## src/rtl/wb_host_sequencer.sv

```systemverilog
// Wishbone classic initiator: queues host commands, runs one single-beat cycle at a time, returns in-order responses.
// Latency: cyc one cycle after accept; backpressure via cmd_ready (FIFO full) and rsp_ready (holds RESP).

module wb_seq_fifo #(
  parameter int W     = 8,
  parameter int DEPTH = 4
) (
  input  logic         clk_i,
  input  logic         rst_i,
  input  logic         push_i,
  input  logic [W-1:0] din_i,
  input  logic         pop_i,
  output logic [W-1:0] dout_o,
  output logic         full_o,
  output logic         empty_o
);
  localparam int AW = $clog2(DEPTH);

  logic [W-1:0]  mem_q [DEPTH];
  logic [AW-1:0] wr_ptr_q;
  logic [AW-1:0] rd_ptr_q;
  logic [AW:0]   cnt_q;
  logic          do_push;
  logic          do_pop;

  assign full_o  = (cnt_q == (AW+1)'(DEPTH));
  assign empty_o = (cnt_q == '0);
  assign do_push = push_i & ~full_o;
  assign do_pop  = pop_i & ~empty_o;
  assign dout_o  = mem_q[rd_ptr_q];

  // Pointers wrap naturally because DEPTH is a power of two.
  always_ff @(posedge clk_i) begin
    if (rst_i) begin
      wr_ptr_q <= '0;
      rd_ptr_q <= '0;
      cnt_q    <= '0;
    end else begin
      if (do_push) wr_ptr_q <= wr_ptr_q + AW'(1);
      if (do_pop)  rd_ptr_q <= rd_ptr_q + AW'(1);
      cnt_q <= cnt_q + {{AW{1'b0}}, do_push} - {{AW{1'b0}}, do_pop};
    end
  end

  always_ff @(posedge clk_i) begin
    if (do_push) mem_q[wr_ptr_q] <= din_i;
  end
endmodule

module wb_host_sequencer #(
  parameter int DATA_WIDTH = 32,
  parameter int ADR_WIDTH  = 32,
  parameter int FIFO_DEPTH = 4,
  parameter int TIMEOUT    = 15
) (
  input  logic                  wb_clk_i,
  input  logic                  wb_rst_i,
  input  logic                  cmd_valid,
  output logic                  cmd_ready,
  input  logic                  cmd_we,
  input  logic [ADR_WIDTH-1:0]  cmd_adr,
  input  logic [DATA_WIDTH-1:0] cmd_dat,
  input  logic [3:0]            cmd_sel,
  output logic                  rsp_valid,
  input  logic                  rsp_ready,
  output logic [DATA_WIDTH-1:0] rsp_dat,
  output logic                  rsp_err,
  output logic                  wbm_cyc_o,
  output logic                  wbm_stb_o,
  output logic                  wbm_we_o,
  output logic [3:0]            wbm_sel_o,
  output logic [ADR_WIDTH-1:0]  wbm_adr_o,
  output logic [DATA_WIDTH-1:0] wbm_dat_o,
  input  logic                  wbm_ack_i,
  input  logic [DATA_WIDTH-1:0] wbm_dat_i,
  output logic                  busy
);
  typedef enum logic [1:0] {S_IDLE, S_BUS, S_RESP} state_t;

  localparam int CW = $clog2(TIMEOUT + 1);
  localparam int PW = 1 + 4 + ADR_WIDTH + DATA_WIDTH;
  localparam logic [CW-1:0] LAST_CNT = CW'(TIMEOUT - 1);

  state_t                state_q, state_d;
  logic [CW-1:0]         cnt_q, cnt_d;
  logic                  cyc_q, cyc_d;
  logic                  we_q, we_d;
  logic [3:0]            sel_q, sel_d;
  logic [ADR_WIDTH-1:0]  adr_q, adr_d;
  logic [DATA_WIDTH-1:0] dat_q, dat_d;
  logic                  rsp_valid_q, rsp_valid_d;
  logic                  rsp_err_q, rsp_err_d;
  logic [DATA_WIDTH-1:0] rsp_dat_q, rsp_dat_d;

  logic                  fifo_full;
  logic                  fifo_empty;
  logic                  fifo_pop;
  logic [PW-1:0]         fifo_dout;
  logic                  head_we;
  logic [3:0]            head_sel;
  logic [ADR_WIDTH-1:0]  head_adr;
  logic [DATA_WIDTH-1:0] head_dat;

  // Ready depends only on occupancy, so a same-cycle pop never opens a slot early.
  assign cmd_ready = ~fifo_full;

  wb_seq_fifo #(
    .W     (PW),
    .DEPTH (FIFO_DEPTH)
  ) u_cmd_fifo (
    .clk_i   (wb_clk_i),
    .rst_i   (wb_rst_i),
    .push_i  (cmd_valid & ~fifo_full),
    .din_i   ({cmd_we, cmd_sel, cmd_adr, cmd_dat}),
    .pop_i   (fifo_pop),
    .dout_o  (fifo_dout),
    .full_o  (fifo_full),
    .empty_o (fifo_empty)
  );

  assign {head_we, head_sel, head_adr, head_dat} = fifo_dout;

  assign wbm_cyc_o = cyc_q;
  assign wbm_stb_o = cyc_q;
  assign wbm_we_o  = we_q;
  assign wbm_sel_o = sel_q;
  assign wbm_adr_o = adr_q;
  assign wbm_dat_o = dat_q;
  assign rsp_valid = rsp_valid_q;
  assign rsp_dat   = rsp_dat_q;
  assign rsp_err   = rsp_err_q;
  assign busy      = ~fifo_empty | (state_q != S_IDLE);

  always_comb begin
    state_d     = state_q;
    cnt_d       = cnt_q;
    cyc_d       = cyc_q;
    we_d        = we_q;
    sel_d       = sel_q;
    adr_d       = adr_q;
    dat_d       = dat_q;
    rsp_valid_d = rsp_valid_q;
    rsp_err_d   = rsp_err_q;
    rsp_dat_d   = rsp_dat_q;
    fifo_pop    = 1'b0;
    unique case (state_q)
      S_IDLE: begin
        if (!fifo_empty) begin
          fifo_pop = 1'b1;
          we_d     = head_we;
          sel_d    = head_sel;
          adr_d    = head_adr;
          dat_d    = head_dat;
          cyc_d    = 1'b1;
          cnt_d    = '0;
          state_d  = S_BUS;
        end
      end
      S_BUS: begin
        cnt_d = cnt_q + CW'(1);
        // An ack arriving on the final allowed cycle still wins over the timeout.
        if (wbm_ack_i) begin
          cyc_d       = 1'b0;
          rsp_dat_d   = we_q ? '0 : wbm_dat_i;
          rsp_err_d   = 1'b0;
          rsp_valid_d = 1'b1;
          state_d     = S_RESP;
        end else if (cnt_q == LAST_CNT) begin
          cyc_d       = 1'b0;
          rsp_dat_d   = '0;
          rsp_err_d   = 1'b1;
          rsp_valid_d = 1'b1;
          state_d     = S_RESP;
        end
      end
      S_RESP: begin
        if (rsp_ready) begin
          rsp_valid_d = 1'b0;
          state_d     = S_IDLE;
        end
      end
      default: state_d = S_IDLE;
    endcase
  end

  always_ff @(posedge wb_clk_i) begin
    if (wb_rst_i) begin
      state_q     <= S_IDLE;
      cnt_q       <= '0;
      cyc_q       <= 1'b0;
      we_q        <= 1'b0;
      sel_q       <= '0;
      adr_q       <= '0;
      dat_q       <= '0;
      rsp_valid_q <= 1'b0;
      rsp_err_q   <= 1'b0;
      rsp_dat_q   <= '0;
    end else begin
      state_q     <= state_d;
      cnt_q       <= cnt_d;
      cyc_q       <= cyc_d;
      we_q        <= we_d;
      sel_q       <= sel_d;
      adr_q       <= adr_d;
      dat_q       <= dat_d;
      rsp_valid_q <= rsp_valid_d;
      rsp_err_q   <= rsp_err_d;
      rsp_dat_q   <= rsp_dat_d;
    end
  end
endmodule

```

## config.mk

```make
export PLATFORM = sky130hd
export DESIGN_NAME = wb_host_sequencer
export DESIGN_NICKNAME = d
export VERILOG_FILES = /design/src/rtl/wb_host_sequencer.sv
export SDC_FILE = /design/constraint.sdc
export NUM_CORES = 1
export LEC_CHECK = 0
export CAP_MARGIN = 40
export CORE_MARGIN = 3
export CORE_UTILIZATION = 50
export DETAILED_ROUTE_END_ITERATION = 8
export PLACE_DENSITY = 0.77
export RECOVER_POWER = 25
export SETUP_SLACK_MARGIN = 0.5
export SYNTH_ARGS = -nofsm -noshare
export SYNTH_HDL_FRONTEND = slang
export SYNTH_SLANG_ARGS = --single-unit
```

## constraint.sdc

```tcl
create_clock -name wb_clk_i -period 3.6 [get_ports wb_clk_i]
set_input_delay 0.36 -clock wb_clk_i [delete_from_list [all_inputs] [get_ports wb_clk_i]]
set_output_delay 0.36 -clock wb_clk_i [all_outputs]
set_load 0.03 [all_outputs]
```

==> changes_impl.md, run 1 <==
### Implementation results

* Critical Path Start Type: register
* Clock Skews at 16.5 ps
* Synth Area in Compound Gates at 6.56%
* Registers, synthesis at 393
* And+or+nand+nor area frac at 3.74%
* Fin. max-slew vios at 0
* Cells along the critical path: nor3b_1 -> inv_1 -> clkdlybuf4s50_1
* Vias in the first global route at 7934
* Chip area at 30500 um2
* Tool warnings at 30
* First-pass GRT wire length at 45400 um
* Initial antenna violation count at 5
* Routed vias at 7647
* Mux share at 10.9%
* Init Core Util at 51.0%
* Outcome: complete, no violations
* Clk sinks at 393
* Antenna-violating nets left at 0
* Wirelength per Cell at 20.6 um
* Resized Gates After CTS at 0
* Slowest cell on crit path: clkdlybuf4s50_1
* Die width at 175 um
* R2r setup slk at 1240 ps
* Seq pwr share at 43.1%
* Max cap viols at 0
* Synth Area per Inst at 18.7 um2
* Drt pass-1 iters at 4
* Cycle use final at 72.4%
* GRT Util Overall at 18.9%
* Post-route cell area at 18000 um2
* Clk_lat worst skew at 520 ps
* CTS root buf: clkbuf_16
* CTS Hold Buffers Added at 0
* Global route total overflow at 0
* Fmax at 384 MHz
-- run 1: final cells by class --
cell class | instances | share of cell area, %
inverters | 13 | 0.271
repair buffers | 230 | 13.2
clock buffers | 65 | 6.61
clock inverters | 9 | 0.313
diodes | 2 | 0.0278
flip-flops and latches | 393 | 59.2
multi-input cells | 303 | 17.8
well taps | 378 | 2.63
-- run 1: cell families after synthesis --
| group | count (synthesis) |
|---|---|
| flops | 393 |
| compound gates | 125 |
| simple gates | 97 |
| mux | 69 |
| buf+inv | 65 |
| fa+ha+maj | 9 |
| xor+xnor | 3 |
-- run 1: critical path, delay by kind of cell, from the launching register on --
kind                   cells  cell delay [ps]
buffers and inverters      2              910
AND/OR/NAND/NOR            1              400
flip-flops                 1              430
-- run 1: metal layers --
layer,vias to the layer above,routed length [um],track usage [%]
met1,3819,12100,25.8
met4,4,535,4.65
met3,50,2030,4.35
met5,-,27,0
met2,279,14100,31.4
li1,3495,-,-
-- run 1: through the flow --
stage	std cells	util [%]	hold WS (ps)	worst slack (ps)	power, uW
finish	1393	64.5	405	992	14100
detailed placement	1317	60.1	441	998	10400
global route	1393	64.5	411	811	14700
global placement	1314	59.8	435	741	10300
floorplan	761	-	459	625	8880
CTS	1391	64.5	388	938	14300
-- run 1: registers in the layout, summed over array words and instances (netlist names), 2 cells and up --
signal and count:
wbm_sel_o 4, wbm_adr_o 32, cnt_q 4, rsp_dat 32, state_q 2, u_cmd_fifo.wr_ptr_q 2
u_cmd_fifo.cnt_q 3, u_cmd_fifo.mem_q 276, u_cmd_fifo.rd_ptr_q 2, wbm_dat_o 32
-- run 1: synth_stat cells (all sizes together), types with 3 or more instances --
cell      n  area share, %
a21oi     9           0.40
a22o     69            4.3
a31o      3           0.19
and3      4           0.18
buf      33            2.0
clkbuf   19           0.50
dfxtp   117             16
edfxtp  276             58
ha        8           0.70
inv      12           0.32
mux4     69             11
nand2    35           0.93
nand3     4           0.14
nand4    32            1.4
nor2      6           0.16
nor2b     3           0.13
nor3      3           0.26
o211ai    3           0.16
o21a      3           0.16
o21ai    35            1.2
-- run 1: power groups by stage --
stage	registers, uW	logic, uW	clock network (uW)
2_1_floorplan	6730	2150	0
3_3_place_gp	6210	4060	0
3_5_place_dp	6170	4180	0
4_1_cts	6090	4210	3960
5_1_grt	6160	4400	4160
6_report	6080	4120	3880
-- run 1: path summary, 6_finish.rpt --
check                              to                 from
setup / recovery            cmd_ready  u_cmd_fifo.cnt_q[2]
hold / removal            rsp_dat[25]        wbm_dat_i[25]
setup reg to reg  u_cmd_fifo.cnt_q[2]  u_cmd_fifo.cnt_q[1]
hold reg to reg           rsp_dat[21]          rsp_dat[21]
run_1/port_nets.png
(1.5 px per um)
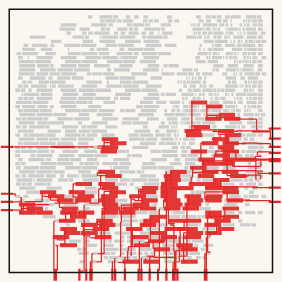
Key: cmd_dat = red [bits 32, direction input, edge 19 bottom, 9 right, 4 left, end cells 128, buffers 32, wire 2010 um]

run_1/final_placement.png
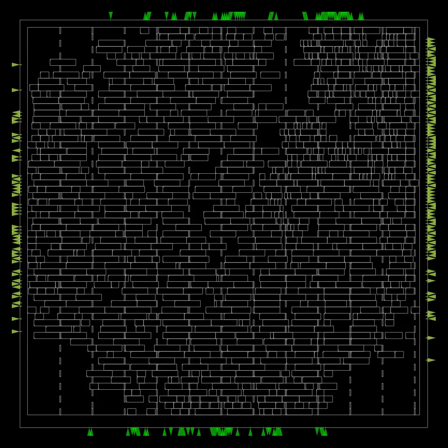
Flop Count: 393
flop share of the area: 59.2%
total core area: 27900 um2
Fillers: 1904

run_1/pins.png
(3 px per um) Pins as bars across the die edge, other pins in grey.
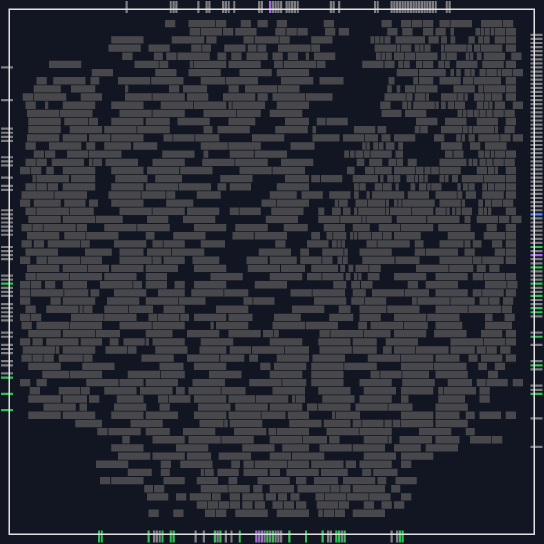
Key: cmd_dat = green [pins 32, direction input, edge 19 bottom, 9 right, 4 left]; wbm_sel_o = purple [pins 4, direction output, edge 2 bottom, 1 right, 1 top]; rsp_valid = blue [pins 1, direction output, edge right]
All pins by edge: 81 right, 47 top, 45 left, 40 bottom.

run_1/met2.png
(3 px per um)
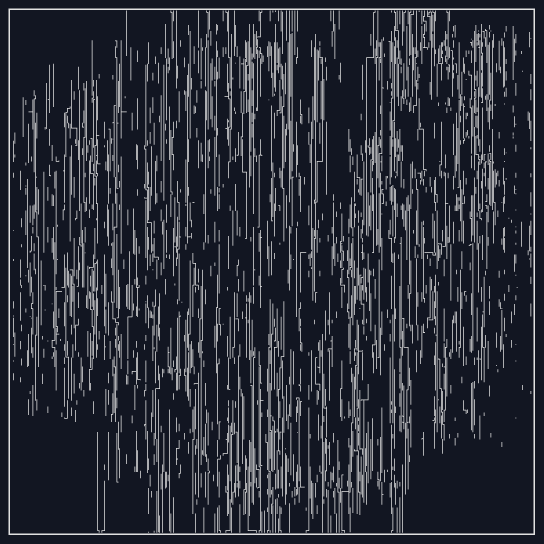
956 nets have wire on it. The layer holds 49% of the routed length. The layer carries 14100 um of wire. The wires run mostly vertical. The longest straight run is 66.1 um.

run_1/metal_stack.png
(1.5 px per um) Only two layers are drawn.
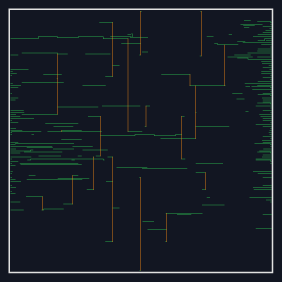

## Run 2: what changed since run 1
CORE_UTILIZATION = 48   (was 50)
clock period = 2.2 ns   (was 3.6 ns; I/O delays follow)
run_2/metal_stack.png
(1.5 px per um) Only two layers are drawn.
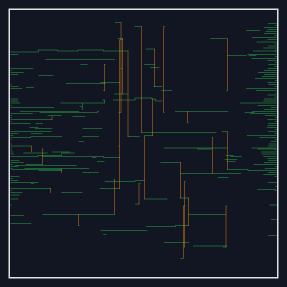
Key: met4 = orange [wire length 794 um]; met3 = green [wire length 2290 um]

==> run 2 against run 1 <==
Cell area increased by 4.1%; die area is 4.0% higher; critical path depth grew 6; synthesized cell count unchanged; critical endpoint is now u_cmd_fifo.cnt_q[2]; largest cell class unchanged; area after synthesis is the same; clock skew decreased by 10 ps; hold slack worse by 130 ps; sequential power increased by 62%; combinational power up 89%; via count increased by 5.3%; flip-flop count unchanged; clock-buffer cell count is 10 lower.
==> changes_impl.md, run 2 <==
### Implementation results

* CTS root buf: clkbuf_16
* Top cells, area: edfxtp_1 58%, dfxtp_1 16%, mux4_2 11%, a22o_1 4.3%, nand4_1 1.4%
* Cells after DPL at 1343
* Max reg flops at 276
* Yosys top cell by area: edfxtp_1
* Total core area at 28900 um2
* Synth top area share at 58.4%
* Worst R2R End: u_cmd_fifo.cnt_q[2]
* Fillers at 2011
* Seq pwr share at 41.0%
* Clock Skews at 6.28 ps
* Init Core Util at 49.1%
* Outcome: complete, no violations
* Initial antenna violation count at 8
* First-pass GRT wire length at 47400 um
* Global route total overflow at 0
* Chip area at 31700 um2
* Hold Path Sink: rsp_dat[24]
* R2r setup slk at 270 ps
* GRT Util Overall at 19.5%
* Drt pass-1 iters at 5
* Yosys top cell by instances: edfxtp_1
* Synth Area per Inst at 18.7 um2
* Clk sinks at 393
* Routed vias at 8055
* Antenna-violating nets left at 0
* Largest Register: u_cmd_fifo.mem_q
[run 2: cell types whose count changed in the layout (fill, tap and decap cells not counted), sizes merged, moves of 2 or more]
cell,change
clkbuf,-2
clkinv,+5
dlygate4sd2,+105
clkdlybuf4s50,-107
buf,+47
clkinvlp,-3
bufinv,+2
[run 2: worst max-delay path by stage]
stage	start	end	slack, ps	cells after the start
2_1_floorplan	u_cmd_fifo.cnt_q[0]	u_cmd_fifo.cnt_q[2]	190	9
3_3_place_gp	u_cmd_fifo.cnt_q[1]	wbm_adr_o[26]	120	4
3_5_place_dp	cmd_valid	u_cmd_fifo.cnt_q[2]	220	8
6_report	u_cmd_fifo.cnt_q[2]	u_cmd_fifo.cnt_q[2]	270	9
4_1_cts	u_cmd_fifo.cnt_q[2]	u_cmd_fifo.cnt_q[2]	300	9
5_1_grt	u_cmd_fifo.cnt_q[2]	u_cmd_fifo.cnt_q[2]	230	9
[run 2: critical path, cell delays in order (launching register included)]
cell	delay (ps)
dfxtp_4	350
nor3_4	270
nor2_4	70
ha_4	270
inv_2	40
ha_4	140
fa_2	340
xnor2_2	150
xnor2_1	150
nor2_1	50
[run 2: logic make-up after synthesis]
group	after synthesis	share of synthesized area, %
flops	393	74.8
compound gates	125	6.56
mux	69	10.9
buf+inv	65	2.87
xor+xnor	3	0.185
simple gates	97	3.74
fa+ha+maj	9	0.846
[run 2: area by class of cell]
cell class	instances	area share (%)
clock inverters	14	0.628
well taps	384	2.57
diodes	3	0.0401
repair buffers	285	16.2
clock buffers	55	5.91
multi-input cells	304	17.4
flip-flops and latches	393	56.9
inverters	13	0.274
[run 2: power by group through the flow]
stage	Sequential [uW]	Combinational, uW	Clock (uW)
4_1_cts	9840	7230	6460
2_1_floorplan	11000	3560	0
5_1_grt	9960	8280	6730
3_5_place_dp	10000	7270	0
3_3_place_gp	10000	7150	0
6_report	9840	7800	6360
[run 2: repair_timing]
item                       CTS  global route
resized                    137            25
buffers inserted            13            10
hold buffers                 0             0
setup endpoints to repair  390           189
cloned                       2            11
pin swaps                    8            67
[run 2: per-stage QoR]
| step | cell area [um2] | setup slack, ps | total power [uW] | util, % |
|---|---|---|---|---|
| floorplan | 14200 | 190 | 14600 | - |
| global placement | 17000 | 121 | 17100 | 58.6 |
| detailed placement | 17000 | 217 | 17300 | 58.7 |
| CTS | 18300 | 297 | 23500 | 63.3 |
| global route | 18700 | 228 | 25000 | 64.7 |
| finish | 18700 | 266 | 24000 | 64.7 |
[run 2: per-layer routing]
layer | routed length (um) | global-route usage, %
met4 | 794 | 4.48
met5 | 62 | 0
met3 | 2290 | 4.90
met2 | 16600 | 32.7
met1 | 13800 | 25.8
Power and IR drop assume default switching activity.
